===== src/rtl/alu_pkg.sv =====
// alu_pkg: opcodes, flag bit positions and FSM state type shared by the
// alu_seq block and its combinational core.
package alu_pkg;

    typedef enum logic [2:0] {
        OP_ADD = 3'd0,
        OP_SUB = 3'd1,
        OP_AND = 3'd2,
        OP_OR  = 3'd3,
        OP_XOR = 3'd4,
        OP_SHL = 3'd5,
        OP_SHR = 3'd6,
        OP_ASR = 3'd7
    } op_e;

    localparam int FLAG_N = 3;
    localparam int FLAG_Z = 2;
    localparam int FLAG_C = 1;
    localparam int FLAG_V = 0;

    typedef enum logic [1:0] {
        S_IDLE,
        S_SHIFT,
        S_DONE
    } state_e;

    function automatic logic [3:0] pack_flags(
        input logic n,
        input logic z,
        input logic c,
        input logic v
    );
        logic [3:0] f;
        f         = '0;
        f[FLAG_N] = n;
        f[FLAG_Z] = z;
        f[FLAG_C] = c;
        f[FLAG_V] = v;
        return f;
    endfunction

endpackage


===== src/rtl/alu_core.sv =====
// alu_core: single-cycle ADD/SUB/AND/OR/XOR datapath with NZCV generation.
// Define ALU_SAT_EN to clamp ADD on carry and SUB on borrow.
module alu_core
    import alu_pkg::*;
#(
    parameter int WIDTH = 8
) (
    input  logic [WIDTH-1:0] a_i,
    input  logic [WIDTH-1:0] b_i,
    input  logic [2:0]       op_i,
    input  logic             cin_i,
    output logic [WIDTH-1:0] res_o,
    output logic [3:0]       flags_o
);

    op_e              op;
    logic [WIDTH:0]   sum;
    logic [WIDTH:0]   diff;
    logic [WIDTH-1:0] raw;
    logic [WIDTH-1:0] res;
    logic             c;
    logic             v;

    assign op = op_e'(op_i);

    always_comb begin
        sum  = {1'b0, a_i} + {1'b0, b_i} + {{WIDTH{1'b0}}, cin_i};
        diff = {1'b0, a_i} - {1'b0, b_i} - {{WIDTH{1'b0}}, cin_i};
        raw  = '0;
        c    = 1'b0;
        v    = 1'b0;
        unique case (op)
            OP_ADD: begin
                raw = sum[WIDTH-1:0];
                c   = sum[WIDTH];
                v   = (a_i[WIDTH-1] == b_i[WIDTH-1])
                    && (raw[WIDTH-1] != a_i[WIDTH-1]);
            end
            OP_SUB: begin
                // A negative difference wraps, so the top bit is the borrow
                raw = diff[WIDTH-1:0];
                c   = diff[WIDTH];
                v   = (a_i[WIDTH-1] != b_i[WIDTH-1])
                    && (raw[WIDTH-1] != a_i[WIDTH-1]);
            end
            OP_AND:  raw = a_i & b_i;
            OP_OR:   raw = a_i | b_i;
            OP_XOR:  raw = a_i ^ b_i;
            default: raw = '0;
        endcase

        res = raw;
`ifdef ALU_SAT_EN
        if (op == OP_ADD && c) res = '1;
        if (op == OP_SUB && c) res = '0;
`endif
        res_o   = res;
        flags_o = pack_flags(res[WIDTH-1], res == '0, c, v);
    end

endmodule


===== src/rtl/alu_seq.sv =====
// alu_seq: handshaked ALU; logic/arith ops finish in one cycle, shifts
// step one bit per cycle. Result and flags are held until out_ready.
module alu_seq
    import alu_pkg::*;
#(
    parameter int WIDTH = 8
) (
    input  logic             clk,
    input  logic             rst_n,
    input  logic             in_valid,
    output logic             in_ready,
    input  logic [WIDTH-1:0] left,
    input  logic [WIDTH-1:0] right,
    input  logic [2:0]       opcode,
    input  logic             status_in,
    output logic             out_valid,
    input  logic             out_ready,
    output logic [WIDTH-1:0] result,
    output logic             status_out,
    output logic [3:0]       flags
);

    localparam int SHAMT_W = $clog2(WIDTH);

    state_e             state_q;
    op_e                op_q;
    logic [WIDTH-1:0]   sh_q;
    logic [SHAMT_W-1:0] cnt_q;
    logic [WIDTH-1:0]   result_q;
    logic [3:0]         flags_q;
    logic               out_valid_q;

    op_e                op_in;
    logic               is_shift;
    logic [SHAMT_W-1:0] shamt;
    logic [WIDTH-1:0]   core_res;
    logic [3:0]         core_flags;
    logic [WIDTH-1:0]   sh_nxt;
    logic               sh_c;

    assign op_in    = op_e'(opcode);
    assign is_shift = op_in inside {OP_SHL, OP_SHR, OP_ASR};
    assign shamt    = right[SHAMT_W-1:0];

    alu_core #(
        .WIDTH(WIDTH)
    ) u_core (
        .a_i    (left),
        .b_i    (right),
        .op_i   (opcode),
        .cin_i  (status_in),
        .res_o  (core_res),
        .flags_o(core_flags)
    );

    // One-bit shift step; sh_c is the bit leaving the register
    always_comb begin
        sh_nxt = sh_q;
        sh_c   = 1'b0;
        unique case (op_q)
            OP_SHL:  {sh_c, sh_nxt} = {sh_q, 1'b0};
            OP_SHR:  {sh_nxt, sh_c} = {1'b0, sh_q};
            OP_ASR:  {sh_nxt, sh_c} = {sh_q[WIDTH-1], sh_q};
            default: ;
        endcase
    end

    always_ff @(posedge clk or negedge rst_n) begin
        if (!rst_n) begin
            state_q     <= S_IDLE;
            op_q        <= OP_ADD;
            sh_q        <= '0;
            cnt_q       <= '0;
            result_q    <= '0;
            flags_q     <= '0;
            out_valid_q <= 1'b0;
        end else begin
            unique case (state_q)
                S_IDLE: begin
                    if (in_valid) begin
                        if (!is_shift) begin
                            result_q    <= core_res;
                            flags_q     <= core_flags;
                            out_valid_q <= 1'b1;
                            state_q     <= S_DONE;
                        end else if (shamt == '0) begin
                            result_q    <= left;
                            flags_q     <= pack_flags(left[WIDTH-1],
                                                      left == '0,
                                                      1'b0, 1'b0);
                            out_valid_q <= 1'b1;
                            state_q     <= S_DONE;
                        end else begin
                            sh_q    <= left;
                            cnt_q   <= shamt;
                            op_q    <= op_in;
                            state_q <= S_SHIFT;
                        end
                    end
                end
                S_SHIFT: begin
                    sh_q  <= sh_nxt;
                    cnt_q <= cnt_q - SHAMT_W'(1);
                    if (cnt_q == SHAMT_W'(1)) begin
                        result_q    <= sh_nxt;
                        flags_q     <= pack_flags(sh_nxt[WIDTH-1],
                                                  sh_nxt == '0,
                                                  sh_c, 1'b0);
                        out_valid_q <= 1'b1;
                        state_q     <= S_DONE;
                    end
                end
                S_DONE: begin
                    if (out_ready) begin
                        out_valid_q <= 1'b0;
                        state_q     <= S_IDLE;
                    end
                end
                default: state_q <= S_IDLE;
            endcase
        end
    end

    assign in_ready   = (state_q == S_IDLE);
    assign out_valid  = out_valid_q;
    assign result     = result_q;
    assign flags      = flags_q;
    assign status_out = flags_q[FLAG_C];

endmodule


===== config.mk =====
export PLATFORM = sky130hd
export DESIGN_NAME = alu_seq
export DESIGN_NICKNAME = d
export VERILOG_FILES = /design/src/rtl/alu_pkg.sv /design/src/rtl/alu_core.sv /design/src/rtl/alu_seq.sv
export SDC_FILE = /design/constraint.sdc
export NUM_CORES = 1
export LEC_CHECK = 0
export CORE_MARGIN = 3
export CORE_UTILIZATION = 54
export CTS_BUF_LIST = sky130_fd_sc_hd__clkbuf_8
export DETAILED_ROUTE_END_ITERATION = 12
export PLACE_DENSITY = 0.85
export SYNTH_ARGS = -nofsm -noshare
export SYNTH_HDL_FRONTEND = slang
export SYNTH_SLANG_ARGS = --single-unit

===== constraint.sdc =====
create_clock -name clk -period 2.7 [get_ports clk]
set_clock_uncertainty 0.15 [all_clocks]
set_input_delay 0.405 -clock clk [delete_from_list [all_inputs] [get_ports clk]]
set_output_delay 0.405 -clock clk [all_outputs]
set_load 0.02 [all_outputs]

==> flow_summary.ini, run 1 <==
; synthesis and place-and-route metrics
[outcome]
outcome = completed

[setup_path]
cp_num_buf_inv = 4
cp_cell_sequence = buf_8, fa_2, inv_1, ha_1, o21ai_2, a22oi_2, buf_4, xor2_1, a221oi_1, buf_4, nand4b_1, a221oi_2
startpoint = status_in
timing.rr.end = flags[2]$_DFFE_PN0P_
cp-start-kind = primary input
crit_family = adder cells
cp-endpoint = flags[2]$_DFFE_PN0P_
worst-setup-path-type = primary input to flop
worst_path_largest_cell_delay_ns = 0.60
cp_max_fo = 3
r2r_slack_ns = 0.58
crit_required_ns = 2.75
worstReg2RegStart = op_q[2]$_DFFE_PN0P_
cp-end-kind = flop
crit_path_top_delay_cell = fa_2
rr_worst_depth = 7
crit_arrival_ns = 2.72
crit_top_cell = buf_4

[detailed_routing]
dr.first_iter.drc_count = 294
wl_met1_um = 3844
dr_total_vias = 3371
antenna_left = 0
vias_per_cell = 6.020
highest_layer = met4
wl_met2_um = 4501
drc = 0
met3WireLength_um = 544
routed_wirelength_um = 9166
dr.pass1.iters = 5

[power_and_ir_drop]
seq_power_share_pct = 27.5
combinationalPower_mw = 1.90
pwr.group.sequential_mw = 0.846
switching_power_mw = 1.391
power.clock.total_mw = 0.332
clkPwrFrac_pct = 10.8
powerDensity_nw_per_um2 = 711.7
leakage_nw = 1.956
total_power_mw = 3.075
p_int_mw = 1.683
power_frac_comb_pct = 61.7
power_leader = combinational logic
switching_share_pct = 45.25
worst_ir_drop_vdd_mv = 0.5116

[synth]
synth.avg_cell_area_um2 = 7.690
synth_cell_type_count = 57
mux_share_pct = 2.342
yosysTopAreaCellShare_pct = 23.01
postSynthSeqShare_pct = 23.01
synthCells = 396
simple_gate_share_pct = 20.30
syn_nets = 456
edf_count = 0
most_common_cell = o21ai_0
topCellsByArea = dfrtp_1 (23%), ha_1 (13%), o21ai_0 (6.9%)
top_logic_kind = AND-OR/OR-AND gates
xor_area_share_pct = 2.876
common_cells = o21ai_0 (42), nand2_1 (41), inv_1 (33)
yosys_warnings = 0
ys_area_um2 = 3045
fa_ha_area_share_pct = 15.78
synth.cell_area_um2 = 3045

[final_layout]
clock_area_share_pct = 1.651
nMultiInputCombCells = 307
inv_count = 35
final-seq-area_um2 = 700.7
logic_area_um2 = 2332
layout-drive-gt1-share_pct = 29.18
non_clock_buffer_count = 116
seq_share_pct = 16.22
fill_cells = 354
flop-count = 28
final_util_pct = 81.98
lay_top_cells = buf_4 (76), nand2_1 (41), o21ai_0 (37), a21oi_1 (30), dfrtp_1 (28)
buffer_area_share_pct = 22.97
lay_top_count = buf_4
diodes = 0
comb_area_share_pct = 53.98
final_cells = 560

[sta]
hold_viol_final = 0
period_needed_ns = 2.672
drv_slew = 0
holdWs_ns = 0.3408
tightest_slew_ns = 0.4751
setup_viol = 0
rsz0062_at_grt = true
setup-tns-final_ns = 0
relSlewSlack_pct = 68.11

[clock_tree]
cts_made_buffers = 3
max-clock-path-buffers = 2
root_buffer = clkbuf_8
cts_resized = 70
clk_latency_ns = 0.28
cts.sinks = 28
cts-hold-fix-buffers = 0
cts_max_level = 1
post_cts_buffers = 3
cts.clk_slew.worst_paths_ns = 0.10

[run]
maxCapViolCount = 0
log.warning_count = 46

[grt]
grt_util_met3_pct = 1.441
track_usage_pct = 28.52
grt_pass1_vias = 3074
antenna_found_initial = 0
grt_pass1_wl_um = 14580
busiest_layer = met2
grt_max_degree = 29

[min_path]
hold_path_end = result[5]$_DFFE_PN0P_
min_from = result[5]$_DFFE_PN0P_
min_path_type = flop to flop
min_path_cells = 1

[floorplanning]
fp_util_pct = 57.79
row_count = 26
die_height_um = 81.10
ioPinCount = 39
coreArea_um2 = 5270

[placement]
placed_cells_incl_taps = 551
gp_congestion = 0.9368
place_hpwl_um = 7062
portBuffers = 38
post-place-ws_ns = -0.8718
### Cells by drive strength, run 1

Drawn at 4 px/um.
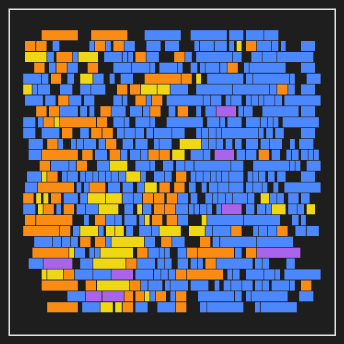
[x3 and x4] orange | cells: 93 | share: 19% | most used: buf_4
[x2] yellow | cells: 42 | share: 8.6% | most used: inv_2
[x6 and larger] purple | cells: 8 | share: 1.6% | most used: clkbuf_8
[x1 and smaller] blue | cells: 347 | share: 71% | most used: nand2_1
PnR worst setup slack: 0.02811 ns
P&R area growth vs syn: 41.87%
final instance area: 4320 um^2

### Cells colored by class, run 1

Drawn at 4 px/um.
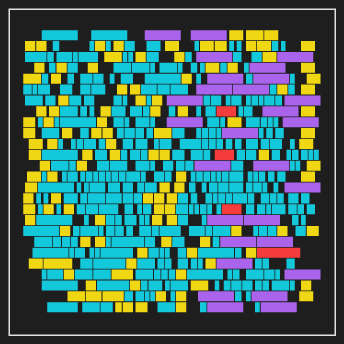
[registers] purple | cells: 28
[clock drivers and dummy loads] red | cells: 4
[remaining logic cells] cyan | cells: 342
[remaining buffers and delay cells] yellow | cells: 116

### Met1 routing, run 1

Drawn at 6 px/um.
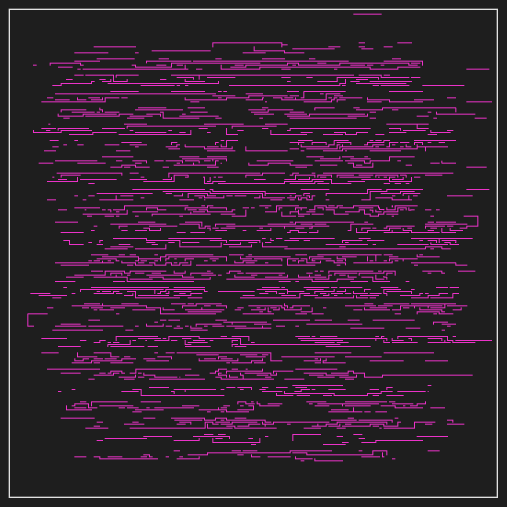
main direction: horizontal
longest straight run: 30.4 um
wire length on this layer: 3,840 um

==> run 2: changes to the inputs <==
CELL_PAD_IN_SITES_DETAIL_PLACEMENT = 0   (was not set)
CELL_PAD_IN_SITES_GLOBAL_PLACEMENT = 1   (was not set)
CORE_UTILIZATION = 43   (was 54)
PLACE_DENSITY = 0.91   (was 0.85)
### Congestion heat map, run 2

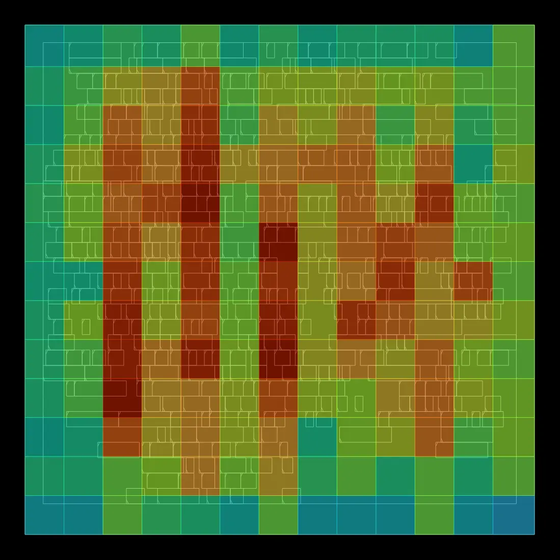
All-Layer GR Usage: 21.97%
wire per inst: 15.62 um
Top Usage Layer GRT: met2
met3 Usage GRT: 1.423%
GR Util met2: 38.58%

### Met1 routing, run 2

Drawn at 4 px/um.
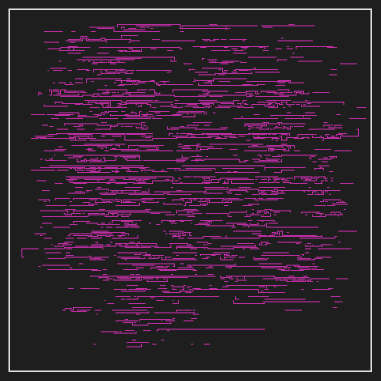
nets with wire on the layer: 486
wire length on this layer: 3,980 um
longest straight run: 31.3 um
share of all routed wire: 43%
main direction: horizontal
via count: 3,279
met1 Usage GRT: 28.37%
WL final: 9170 um

### Cells colored by class, run 2

Drawn at 4 px/um.
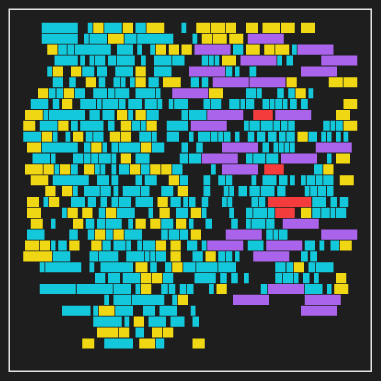
[remaining buffers and delay cells] yellow | cells: 117
[remaining logic cells] cyan | cells: 342
[registers] purple | cells: 28
[clock drivers and dummy loads] red | cells: 4
final core occ: 63.85%
# rows: 30
total core area: 6832 um^2
flop share of the area: 16.06%

==> run 2 against run 1 <==
Via count is 2.7% lower. Setup slack better by 0.037 ns. Fmax is 1.4% higher. Synthesized cell count stayed put. Final cell count is 4.8% higher. Non-clock buffer count is 1 higher. Global-route usage is 6.6 points lower. Total power is 0.77% higher. Combinational power hardly changed. Wire length hardly changed. Highest routed layer unchanged.
==> flow_summary.ini, run 2 <==
; synthesis and place-and-route metrics
[outcome]
outcome = completed

[final_layout]
areaGrowthSynthToFinish_pct = 43.22
final-seq-area_um2 = 700.7
final_cells = 587
logic_area_um2 = 2331
lay_top_count = buf_4
inv_count = 35
flop-count = 28
non_clock_buffer_count = 117
buffer_area_share_pct = 22.98
layout-drive-gt1-share_pct = 29.53

[power_and_ir_drop]
powerDensity_nw_per_um2 = 710.4
p_int_mw = 1.716
power.clock.total_mw = 0.339
switching_power_mw = 1.383
combinationalPower_mw = 1.93
leakage_nw = 1.973
worst_ir_drop_vdd_mv = 0.4549
switching_share_pct = 44.62
total_power_mw = 3.098

[synth]
synth.avg_cell_area_um2 = 7.690
ys_area_um2 = 3045
topCellsByArea = dfrtp_1 (23%), ha_1 (13%), o21ai_0 (6.9%)
synth_cell_type_count = 57
syn_nets = 456
most_common_cell = o21ai_0
top_logic_kind = AND-OR/OR-AND gates
edf_count = 0
mux_share_pct = 2.342
yosysTopAreaCellShare_pct = 23.01
simple_gate_share_pct = 20.30
synth.cell_area_um2 = 3045
yosys_warnings = 0
postSynthSeqShare_pct = 23.01
fa_ha_area_share_pct = 15.78

[clock_tree]
post_cts_buffers = 3
cts.sinks = 28
cts_made_buffers = 3
cts_resized = 64
root_buffer = clkbuf_8
max-clock-path-buffers = 2
cts.clk_slew.worst_paths_ns = 0.10
clk_latency_ns = 0.28

[placement]
gp_congestion = 0.9829
place_hpwl_um = 7065
post-place-ws_ns = -0.7801
portBuffers = 38

[floorplanning]
ioPinCount = 39
die_height_um = 90.16
fp_util_pct = 44.58

[setup_path]
crit_family = simple AND/OR/NAND/NOR gates
worstReg2RegStart = cnt_q[1]$_DFFE_PN0P_
crit_required_ns = 2.75
worst-setup-path-type = primary input to flop
cp-endpoint = flags[2]$_DFFE_PN0P_
crit_top_cell = fa_2
cp-start-kind = primary input
cp_num_buf_inv = 2
crit_path_top_delay_cell = fa_2
rr_worst_depth = 9
cp-end-kind = flop
timing.rr.end = result[7]$_DFFE_PN0P_
startpoint = right[0]
cp_cell_sequence = buf_6, inv_4, fa_2, fa_2, o21a_1, or3_1, and3_4, a211oi_2, and4_1, nand4b_1, a221oi_2
cp_max_fo = 3

[sta]
hold_viol_final = 0
tightest_slew_ns = 0.4590
drv_slew = 0
relSlewSlack_pct = 69.16
setup_viol = 0
holdWs_ns = 0.3428
setup-tns-final_ns = 0

[grt]
antenna_found_initial = 0
grt_pass1_vias = 3197
grt_pass1_wl_um = 14910

[run]
maxCapViolCount = 0
log.warning_count = 45

[detailed_routing]
dr.pass1.iters = 5
vias_per_cell = 5.586
highest_layer = met4
met3WireLength_um = 411
dr.first_iter.drc_count = 189
### A small window of the routed layout, run 2

Window x 10 to 35, y 55 to 80 um. Cells in gray, sequential cells in the stronger gray; small squares are vias.
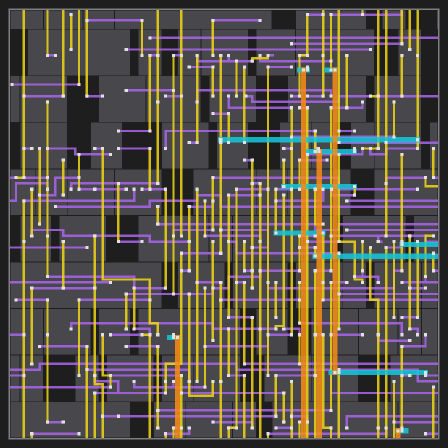

==> run 3: changes to the inputs <==
CORE_UTILIZATION = 42   (was 43)
CTS_BUF_LIST = sky130_fd_sc_hd__clkbuf_4 sky130_fd_sc_hd__clkbuf_8 sky130_fd_sc_hd__clkbuf_16   (was sky130_fd_sc_hd__clkbuf_8)
PLACE_DENSITY = 0.89   (was 0.91)
### A small window of the routed layout, run 3

Window x 10 to 35, y 56 to 81 um. Cells in gray, sequential cells in the stronger gray; small squares are vias.
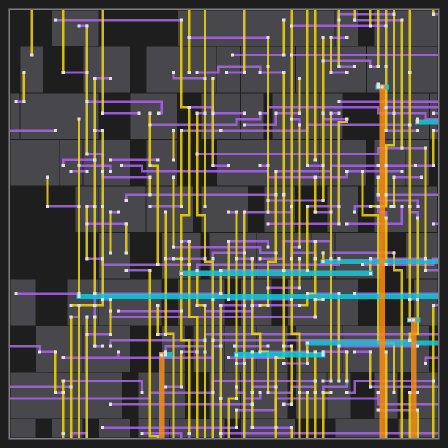
[M4] orange
[M1] purple
[M2] yellow
[M3] cyan
most frequent: buf_4 (14), o21ai_0 (8), nor2_1 (5)
sequential cells in the window: 0
cells with their middle in the window: 61

### Congestion heat map, run 3

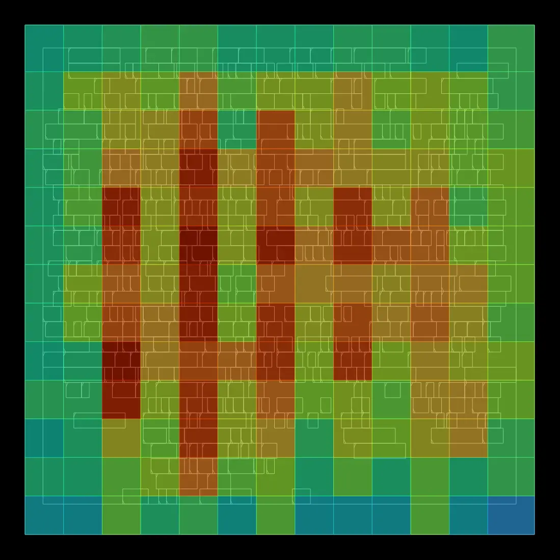
GR Util met2: 38.81%
All-Layer GR Usage: 22.07%
met3 Usage GRT: 1.491%

### Cells by drive strength, run 3

Drawn at 4 px/um.
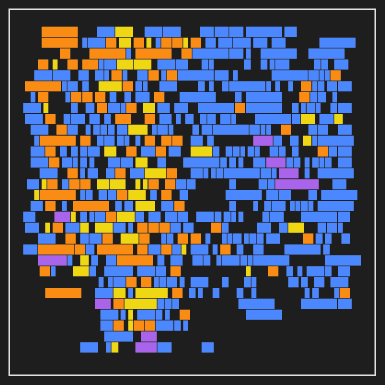
[x1 and smaller] blue | cells: 349 | share: 71% | most used: nand2_1
[x3 and x4] orange | cells: 91 | share: 18% | most used: buf_4
[x2] yellow | cells: 43 | share: 8.7% | most used: inv_2
[x6 and larger] purple | cells: 9 | share: 1.8%
P&R area growth vs syn: 43.34%
PnR worst setup slack: 0.02215 ns

==> run 3 against run 2 <==
Area after synthesis did not move. Sequential cell count stayed put. Non-clock buffer count grew 1. Critical path type unchanged. Critical endpoint unchanged. Highest routed layer unchanged. Total power is 0.97% lower. Largest cell class unchanged. Synthesized cell count is the same.
==> flow_summary.ini, run 3 <==
; synthesis and place-and-route metrics
[outcome]
outcome = completed

[floorplanning]
die_height_um = 91.15
row_count = 30
coreArea_um2 = 6907
ioPinCount = 39

[synth]
top_logic_kind = AND-OR/OR-AND gates
xor_area_share_pct = 2.876
syn_nets = 456
topCellsByArea = dfrtp_1 (23%), ha_1 (13%), o21ai_0 (6.9%)
synthCells = 396
synth.avg_cell_area_um2 = 7.690
yosysTopAreaCellShare_pct = 23.01
fa_ha_area_share_pct = 15.78
postSynthSeqShare_pct = 23.01
synth.cell_area_um2 = 3045
simple_gate_share_pct = 20.30
common_cells = o21ai_0 (42), nand2_1 (41), inv_1 (33)
most_common_cell = o21ai_0
mux_share_pct = 2.342

[clock_tree]
cts.sinks = 28
cts_max_level = 1
cts.clk_slew.worst_paths_ns = 0.10
post_cts_buffers = 4
clk_latency_ns = 0.27
cts_made_buffers = 3
root_buffer = clkbuf_8
max-clock-path-buffers = 2
cts_resized = 46

[grt]
busiest_layer = met2
grtUsageMet1_pct = 29.34
grt_max_degree = 29
antenna_found_initial = 0
grt_pass1_vias = 3152
grt_pass1_wl_um = 15210

[final_layout]
non_clock_buffer_count = 118
lay_top_cells = buf_4 (77), nand2_1 (41), o21ai_0 (36), a21oi_1 (31), dfrtp_1 (28)
layout-drive-gt1-share_pct = 29.07
comb_area_share_pct = 53.40
nMultiInputCombCells = 307
diodes = 0
final-seq-area_um2 = 700.7
logic_area_um2 = 2331
final_cells = 588
buffer_area_share_pct = 23.16
clock_area_share_pct = 1.634
nNetsFinal = 553
inv_count = 35
final_util_pct = 63.21
flop-count = 28
fill_cells = 618
lay_top_count = buf_4
design_area_um2 = 4365
seq_share_pct = 16.05

[power_and_ir_drop]
p_int_mw = 1.698
clkPwrFrac_pct = 10.8
powerDensity_nw_per_um2 = 702.9
power.clock.total_mw = 0.333
combinationalPower_mw = 1.90
total_power_mw = 3.068
switching_share_pct = 44.67
leakage_nw = 1.986
power_leader = combinational logic
seq_power_share_pct = 27.2
switching_power_mw = 1.371
worst_ir_drop_vdd_mv = 0.3205

[detailed_routing]
vias_per_cell = 5.519
wl_met2_um = 4564
drc = 0
dr.first_iter.drc_count = 171
dr_total_vias = 3245
wl_per_cell_um = 15.62
met3WireLength_um = 359
highest_layer = met4

[min_path]
min_path_cells = 2
min_path_type = flop to flop
hold_path_end = result[3]$_DFFE_PN0P_
min_from = result[3]$_DFFE_PN0P_

[setup_path]
startpoint = left[0]
worst_path_largest_cell_delay_ns = 0.36
cp_cell_sequence = buf_8, buf_6, fa_2, fa_2, o21a_1, or3_1, and3_1, a211oi_2, and4_1, nand4b_1, a221oi_2
crit_top_cell = fa_2
cp_num_buf_inv = 2
crit_required_ns = 2.74
cp-end-kind = flop
crit_arrival_ns = 2.72
cp-start-kind = primary input
timing.rr.end = flags[2]$_DFFE_PN0P_
cp_max_fo = 2
r2r_slack_ns = 0.48
worstReg2RegStart = op_q[1]$_DFFE_PN0P_
worst-setup-path-type = primary input to flop
rr_worst_depth = 7
crit_path_top_delay_cell = fa_2
crit_family = simple AND/OR/NAND/NOR gates
cp-endpoint = flags[2]$_DFFE_PN0P_

[placement]
portBuffers = 38
place_area_um2 = 4014
post-place-ws_ns = -0.8158
place_hpwl_um = 7316
gp_congestion = 0.9284
placed_cells_incl_taps = 579

[sta]
period_needed_ns = 2.678
drv_slew = 0
holdWs_ns = 0.3413
setup-tns-final_ns = 0
relSlewSlack_pct = 69.15
setup_viol = 0
hold_viol_final = 0
rsz0062_at_grt = true
tightest_slew_ns = 0.4596

[run]
log.warning_count = 46
maxCapViolCount = 0
No activity file was given, so power comes from the tool's default toggle rates.
